--- src/rtl/pipe_ctrl_pkg.sv ---
// Shared encodings for the pipeline control unit: MIPS opcode/funct values,
// ALUOp codes and the layout of the packed control bundle.
package pipe_ctrl_pkg;

  localparam logic [5:0] R_FORMAT    = 6'd0;
  localparam logic [5:0] J           = 6'd2;
  localparam logic [5:0] BEQ         = 6'd4;
  localparam logic [5:0] ADDIU       = 6'd9;
  localparam logic [5:0] LW          = 6'd35;
  localparam logic [5:0] SW          = 6'd43;
  localparam logic [5:0] FUNCT_NOP   = 6'd0;
  localparam logic [5:0] FUNCT_MULTU = 6'd25;

  localparam logic [1:0] ALUOP_ADD = 2'b00;
  localparam logic [1:0] ALUOP_SUB = 2'b01;
  localparam logic [1:0] ALUOP_R   = 2'b10;

  // Bundle layout, low to high: WB fields, then MEM fields, then EX fields,
  // so each later stage register keeps only a low slice of the bundle.
  localparam int CB_MEM_TO_REG = 0;
  localparam int CB_REG_WRITE  = 1;
  localparam int CB_BRANCH     = 2;
  localparam int CB_MEM_WRITE  = 3;
  localparam int CB_MEM_READ   = 4;
  localparam int CB_ALU_OP     = 5;
  localparam int CB_ALU_SRC    = 7;
  localparam int CB_REG_DST    = 8;

  localparam int WB_W    = 2;
  localparam int EXMEM_W = 5;
  localparam int CTRL_W  = 9;

  typedef logic [CTRL_W-1:0] ctrl_t;

  localparam ctrl_t BUBBLE = '0;

  function automatic ctrl_t mk_ctrl(input logic reg_dst, input logic alu_src,
                                    input logic [1:0] alu_op, input logic mem_read,
                                    input logic mem_write, input logic branch,
                                    input logic reg_write, input logic mem_to_reg);
    return {reg_dst, alu_src, alu_op, mem_read, mem_write, branch, reg_write, mem_to_reg};
  endfunction

endpackage

--- src/rtl/pipe_ctrl_unit_decode.sv ---
// Combinational ID-stage decoder: opcode/funct to control bundle plus the
// hazard-relevant instruction class flags.
module ctrl_decode
  import pipe_ctrl_pkg::*;
#(
  parameter int EN_MULT = 1
) (
  input  logic [5:0] i_opcode,
  input  logic [5:0] i_funct,
  output ctrl_t      o_ctrl,
  output logic       o_is_jump,
  output logic       o_is_multu,
  output logic       o_is_illegal,
  output logic       o_uses_rt
);

  // Decode table; anything unrecognised yields an all-zero bundle
  always_comb begin
    o_ctrl       = BUBBLE;
    o_is_jump    = 1'b0;
    o_is_multu   = 1'b0;
    o_is_illegal = 1'b0;
    o_uses_rt    = 1'b0;
    case (i_opcode)
      R_FORMAT: begin
        o_uses_rt = 1'b1;
        if (i_funct == FUNCT_MULTU) begin
          if (EN_MULT != 0) o_is_multu   = 1'b1;
          else              o_is_illegal = 1'b1;
        end else if (i_funct != FUNCT_NOP) begin
          o_ctrl = mk_ctrl(1'b1, 1'b0, ALUOP_R, 1'b0, 1'b0, 1'b0, 1'b1, 1'b0);
        end
      end
      ADDIU:   o_ctrl = mk_ctrl(1'b0, 1'b1, ALUOP_ADD, 1'b0, 1'b0, 1'b0, 1'b1, 1'b0);
      LW:      o_ctrl = mk_ctrl(1'b0, 1'b1, ALUOP_ADD, 1'b1, 1'b0, 1'b0, 1'b1, 1'b1);
      SW: begin
        o_ctrl    = mk_ctrl(1'b0, 1'b1, ALUOP_ADD, 1'b0, 1'b1, 1'b0, 1'b0, 1'b0);
        o_uses_rt = 1'b1;
      end
      BEQ: begin
        o_ctrl    = mk_ctrl(1'b0, 1'b0, ALUOP_SUB, 1'b0, 1'b0, 1'b1, 1'b0, 1'b0);
        o_uses_rt = 1'b1;
      end
      J:       o_is_jump    = 1'b1;
      default: o_is_illegal = 1'b1;
    endcase
  end

endmodule

--- src/rtl/pipe_ctrl_unit.sv ---
// Pipeline control unit: decodes ID, carries controls through ID/EX, EX/MEM
// and MEM/WB, and resolves branch flush, multiply stall, load-use stall and
// jump redirect in that priority order.
module pipe_ctrl_unit
  import pipe_ctrl_pkg::*;
#(
  parameter int MULT_CYCLES = 32,
  parameter int EN_MULT     = 1,
  parameter int REG_AW      = 5
) (
  input  logic              clk,
  input  logic              rst,
  input  logic [5:0]        id_opcode,
  input  logic [5:0]        id_funct,
  input  logic [REG_AW-1:0] id_rs,
  input  logic [REG_AW-1:0] id_rt,
  input  logic              branch_taken,
  output logic              pc_write,
  output logic              if_id_write,
  output logic              if_id_flush,
  output logic              jump_id,
  output logic              ex_reg_dst,
  output logic              ex_alu_src,
  output logic [1:0]        ex_alu_op,
  output logic [REG_AW-1:0] ex_rt,
  output logic              mult_start,
  output logic              mult_busy,
  output logic              mem_read,
  output logic              mem_write,
  output logic              mem_branch,
  output logic              wb_reg_write,
  output logic              wb_mem_to_reg,
  output logic              illegal_instr
);

  localparam int CNT_W = (MULT_CYCLES > 1) ? $clog2(MULT_CYCLES) : 1;
  localparam logic [CNT_W-1:0] CNT_LOAD = CNT_W'(MULT_CYCLES - 1);

  ctrl_t              w_dec_ctrl;
  logic               w_is_jump, w_is_multu, w_is_illegal, w_uses_rt;
  ctrl_t              r_ctrl_p0, w_ctrl_p0_nxt;
  logic [EXMEM_W-1:0] r_ctrl_p1, w_ctrl_p1_nxt;
  logic [WB_W-1:0]    r_ctrl_p2;
  logic [REG_AW-1:0]  r_ex_rt, w_ex_rt_nxt;
  logic [CNT_W-1:0]   r_cnt, w_cnt_nxt;
  logic               r_mult_first, w_mult_first_nxt;
  logic               r_illegal, w_illegal_nxt;
  logic               w_mult_stall, w_load_use;

  ctrl_decode #(.EN_MULT(EN_MULT)) u_decode (
    .i_opcode     (id_opcode),
    .i_funct      (id_funct),
    .o_ctrl       (w_dec_ctrl),
    .o_is_jump    (w_is_jump),
    .o_is_multu   (w_is_multu),
    .o_is_illegal (w_is_illegal),
    .o_uses_rt    (w_uses_rt)
  );

  assign w_mult_stall = (r_cnt != '0);
  assign w_load_use   = r_ctrl_p0[CB_MEM_READ] &&
                        ((r_ex_rt == id_rs) || (w_uses_rt && (r_ex_rt == id_rt)));

  // Hazard arbitration and next-state selection for every stage register
  always_comb begin
    pc_write         = 1'b1;
    if_id_write      = 1'b1;
    if_id_flush      = 1'b0;
    jump_id          = 1'b0;
    mult_busy        = w_mult_stall;
    mult_start       = r_mult_first;
    w_ctrl_p0_nxt    = w_dec_ctrl;
    w_ex_rt_nxt      = id_rt;
    w_ctrl_p1_nxt    = r_ctrl_p0[EXMEM_W-1:0];
    w_cnt_nxt        = w_is_multu ? CNT_LOAD : '0;
    w_mult_first_nxt = w_is_multu;
    w_illegal_nxt    = w_is_illegal;
    if (rst) begin
      mult_busy  = 1'b0;
      mult_start = 1'b0;
    end else if (branch_taken) begin
      if_id_flush      = 1'b1;
      mult_start       = 1'b0;
      w_ctrl_p0_nxt    = BUBBLE;
      w_ex_rt_nxt      = '0;
      w_ctrl_p1_nxt    = '0;
      w_cnt_nxt        = '0;
      w_mult_first_nxt = 1'b0;
      w_illegal_nxt    = 1'b0;
    end else if (w_mult_stall) begin
      pc_write         = 1'b0;
      if_id_write      = 1'b0;
      w_ctrl_p0_nxt    = r_ctrl_p0;
      w_ex_rt_nxt      = r_ex_rt;
      w_ctrl_p1_nxt    = '0;
      w_cnt_nxt        = r_cnt - CNT_W'(1);
      w_mult_first_nxt = 1'b0;
      w_illegal_nxt    = 1'b0;
    end else if (w_load_use) begin
      pc_write         = 1'b0;
      if_id_write      = 1'b0;
      w_ctrl_p0_nxt    = BUBBLE;
      w_ex_rt_nxt      = '0;
      w_cnt_nxt        = '0;
      w_mult_first_nxt = 1'b0;
      w_illegal_nxt    = 1'b0;
    end else if (w_is_jump) begin
      jump_id     = 1'b1;
      if_id_flush = 1'b1;
    end
  end

  // Stage registers: ID/EX (_p0), EX/MEM (_p1), MEM/WB (_p2) plus stall state
  always_ff @(posedge clk) begin
    if (rst) begin
      r_ctrl_p0    <= BUBBLE;
      r_ctrl_p1    <= '0;
      r_ctrl_p2    <= '0;
      r_ex_rt      <= '0;
      r_cnt        <= '0;
      r_mult_first <= 1'b0;
      r_illegal    <= 1'b0;
    end else begin
      r_ctrl_p0    <= w_ctrl_p0_nxt;
      r_ctrl_p1    <= w_ctrl_p1_nxt;
      r_ctrl_p2    <= r_ctrl_p1[WB_W-1:0];
      r_ex_rt      <= w_ex_rt_nxt;
      r_cnt        <= w_cnt_nxt;
      r_mult_first <= w_mult_first_nxt;
      r_illegal    <= w_illegal_nxt;
    end
  end

  assign ex_reg_dst    = r_ctrl_p0[CB_REG_DST];
  assign ex_alu_src    = r_ctrl_p0[CB_ALU_SRC];
  assign ex_alu_op     = r_ctrl_p0[CB_ALU_OP +: 2];
  assign ex_rt         = r_ex_rt;
  assign mem_read      = r_ctrl_p1[CB_MEM_READ];
  assign mem_write     = r_ctrl_p1[CB_MEM_WRITE];
  assign mem_branch    = r_ctrl_p1[CB_BRANCH];
  assign wb_reg_write  = r_ctrl_p2[CB_REG_WRITE];
  assign wb_mem_to_reg = r_ctrl_p2[CB_MEM_TO_REG];
  assign illegal_instr = r_illegal;

endmodule

--- config.mk ---
export PLATFORM = sky130hd
export DESIGN_NAME = pipe_ctrl_unit
export DESIGN_NICKNAME = d
export VERILOG_FILES = /design/src/rtl/pipe_ctrl_pkg.sv /design/src/rtl/pipe_ctrl_unit_decode.sv /design/src/rtl/pipe_ctrl_unit.sv
export SDC_FILE = /design/constraint.sdc
export NUM_CORES = 1
export LEC_CHECK = 0
export ABC_AREA = 1
export CAP_MARGIN = 10
export CORE_AREA = 5 5 58 60
export CTS_CLUSTER_SIZE = 20
export DETAILED_ROUTE_END_ITERATION = 8
export DIE_AREA = 0 0 63 65
export PLACE_DENSITY = 0.83
export SYNTH_ARGS = -nofsm -noshare
export SYNTH_HDL_FRONTEND = slang
export SYNTH_SLANG_ARGS = --single-unit
--- constraint.sdc ---
create_clock -name clk -period 4.36 [get_ports clk]
set_input_delay 0.654 -clock clk [delete_from_list [all_inputs] [get_ports clk]]
set_output_delay 0.654 -clock clk [all_outputs]
set_load 0.01 [all_outputs]
==> impl_metrics.tcl, run 1 <==
# yosys + openroad results
set metrics [dict create \
    outcome "completed" \
    netSwitchingPower_uw 97.21 \
    totalPowerFinal_uw 392.2 \
    slowest_stage "clkdlybuf4s50_1" \
    number_of_global_route_vias_before_repair 1029 \
    path_clk_slew_ns 0.11 \
    place.gp.congestion 0.7571 \
    async_reset_ff_frac 0 \
    comb_area_share 0.3624 \
    netlist.area_leader.share 0.3783 \
    n_sequential_cell 24 \
    clock_power_share 0.237 \
    power.ir.vdd_worst_mv 0.1485 \
    ff_latch_area_um2 480.5 \
    regMostFlops "r_ctrl_p0" \
    yosysWarnings 0 \
    basic_gate_share_of_the_synthesized_area_counting_and_or_nand_and_nor_cells 0.3222 \
    dpl.hpwl_um 2135 \
    drt-met1-wl_um 1156 \
    synth.cellmix.compoundShare 0.1192 \
    ys_cells 165 \
    total_die_area_um2 4095 \
    path_delay_family "buffers and inverters" \
    area_of_the_multi_input_gates_um2 634.4 \
    cts.repair.resized 0 \
    drt_iter0_drc 32 \
    number_of_signal_net_buffers_in_the_layout 45 \
    maxSlewHeadroom 0.5817 \
    cp_slowest_stage_delay_ns 0.49 \
    setup-violations-final 0 \
    worst-r2r-setup-slack_ns 2.63 \
    netlist_area_pre_place_um2 1270 \
    critical_r2r_capture "r_ctrl_p0[7]" \
    cts.htree.levels 1 \
    antennaDiodeCount 0 \
    cellPowerDensity_nw_per_um2 224.1 \
    cts-root-to-sink-buffers 2 \
]
### Metal 3, run 1

Scale: 6 px per um.
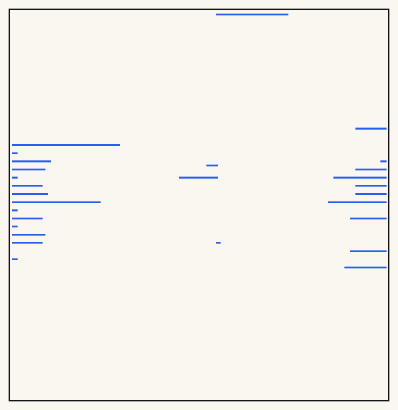
longest straight run: 17.7 um
share of all routed wire: 5.9%
nets with wire on the layer: 26
via total after detailed routing: 1,122
WL final: 2540 um
met3 track demand over resource in global routing: 0.03120

### Sequential cells coloured by netlist name, run 1

Scale: 10 px per um.
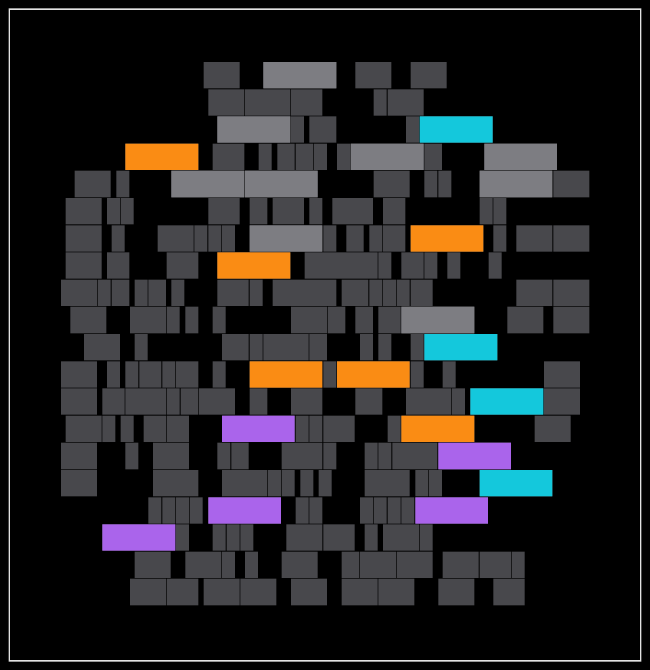
| colour | name in the netlist | placed flops |
|---|---|---|
| purple | ex_rt | 5 |
| orange | r_ctrl_p0 | 6 |
| cyan | r_ctrl_p1 | 4 |
not coloured: 9

### Cell placement, run 1

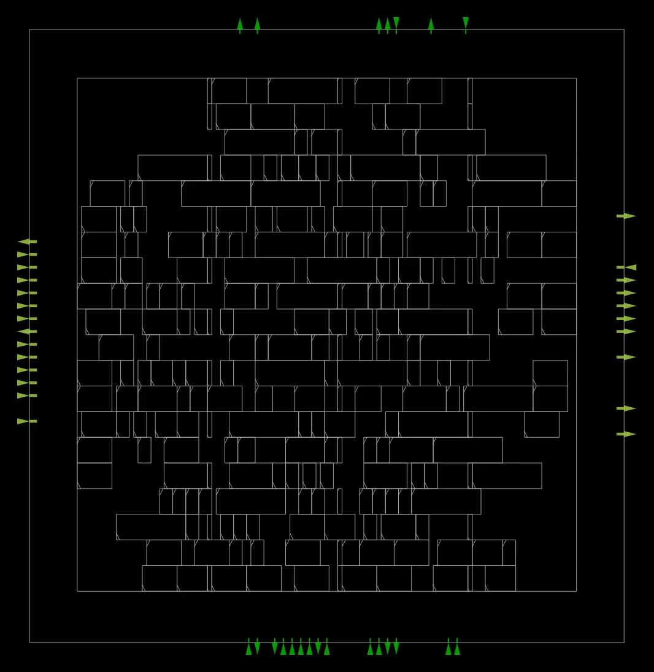
sequential portion of the cell area: 0.2745
number of non-filler instances in the completed layout: 242
Post-Route Utilization: 0.6083
total number of tap cells: 33
Filler Cell Count: 268

### Signal wires by layer, run 1

Scale: 6 px per um. Two of the layers only.
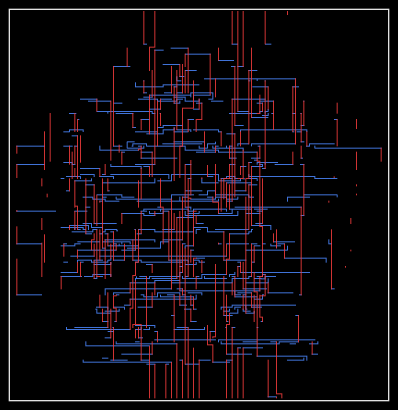
| colour | layer | wire length |
|---|---|---|
| blue | met1 | 1,160 um |
| red | met2 | 1,200 um |

### Cells coloured by class, run 1

Scale: 4 px per um.
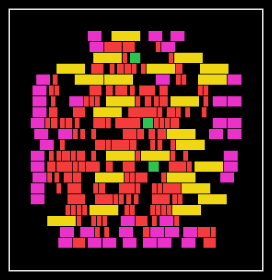

--- run 2 (diff from run 1) ---
- CORE_AREA: 5 5 58 60 -> 5 5 60 62
- DIE_AREA: 0 0 63 65 -> 0 0 65 67
- PLACE_DENSITY: 0.83 -> 0.78
- clock period: 4.36 -> 3.25 ns (I/O delays scaled with it)
### Cells coloured by class, run 2

Scale: 4 px per um.
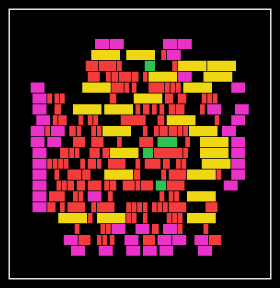
| colour | class | cells |
|---|---|---|
| yellow | flip-flops | 24 |
| green | clock drivers and dummy loads | 4 |
| red | all other logic | 137 |
| magenta | other buffers and delay cells | 45 |

### Cell placement, run 2

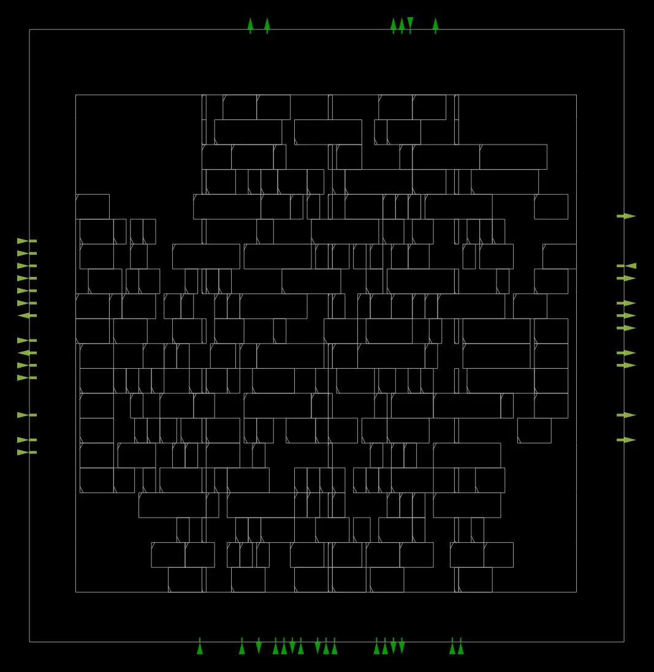
area of the placeable core: 2978 um2
row cnt: 20
Post-Route Utilization: 0.5924
number of non-filler instances in the completed layout: 243

==> run 2 against run 1 <==
Against the previous run: cell count up 0.41%; combinational power grew 34%; first-iteration DRC count is 34% lower; critical endpoint is now if_id_write; global-route usage down 0.65 points; largest power group unchanged; die size up 6.3%; setup slack worse by 0.78 ns; total power increased by 42%.
==> impl_metrics.tcl, run 2 <==
# yosys + openroad results
set metrics [dict create \
    outcome "completed" \
    drt_iter0_drc 21 \
    seq_area_frac 0.2723 \
    cts-buffers-inserted 3 \
    setup-violations-final 0 \
    cp_slowest_stage_delay_ns 0.49 \
    path_delay_family "buffers and inverters" \
    ff_latch_area_um2 480.5 \
    regMostFlops "r_ctrl_p0" \
    wl_um 2536 \
    basic_gate_share_of_the_synthesized_area_counting_and_or_nand_and_nor_cells 0.3222 \
    number_of_signal_net_buffers_in_the_layout 45 \
    cts-root-to-sink-buffers 2 \
    grt_util_met3 0.01518 \
    synth.cellmix.compoundShare 0.1192 \
    path_clk_slew_ns 0.12 \
    clkLatencyLatePin_ns 0.31 \
    cellPowerDensity_nw_per_um2 315.6 \
    cts.htree.levels 1 \
    netSwitchingPower_uw 135.9 \
    maxSlewHeadroom 0.5811 \
    totalPowerFinal_uw 556.9 \
    worst-r2r-setup-slack_ns 1.54 \
    netlist_area_pre_place_um2 1270 \
    n_sequential_cell 24 \
    critical_r2r_capture "r_ctrl_p0[7]" \
    power.ir.vdd_worst_mv 0.1050 \
    total_die_area_um2 4355 \
    critPathLaunchType "input pin" \
    slowest_stage "clkdlybuf4s50_1" \
    ys_cells 165 \
    area_of_the_multi_input_gates_um2 634.4 \
    async_reset_ff_frac 0 \
    clock_power_share 0.279 \
    yosysWarnings 0 \
    grt_start_max_net_pins 15 \
    drt-met1-wl_um 1194 \
    comb_area_share 0.3596 \
    mappedNetlistNets 191 \
    netlist.area_leader.share 0.3783 \
    number_of_global_route_vias_before_repair 1001 \
    tap_cells 33 \
    ffs_latches_synth 24 \
    place.gp.congestion 0.7550 \
    cts_sinks 24 \
    fill_cells 289 \
]
No activity file was given, so power comes from the tool's default toggle rates.
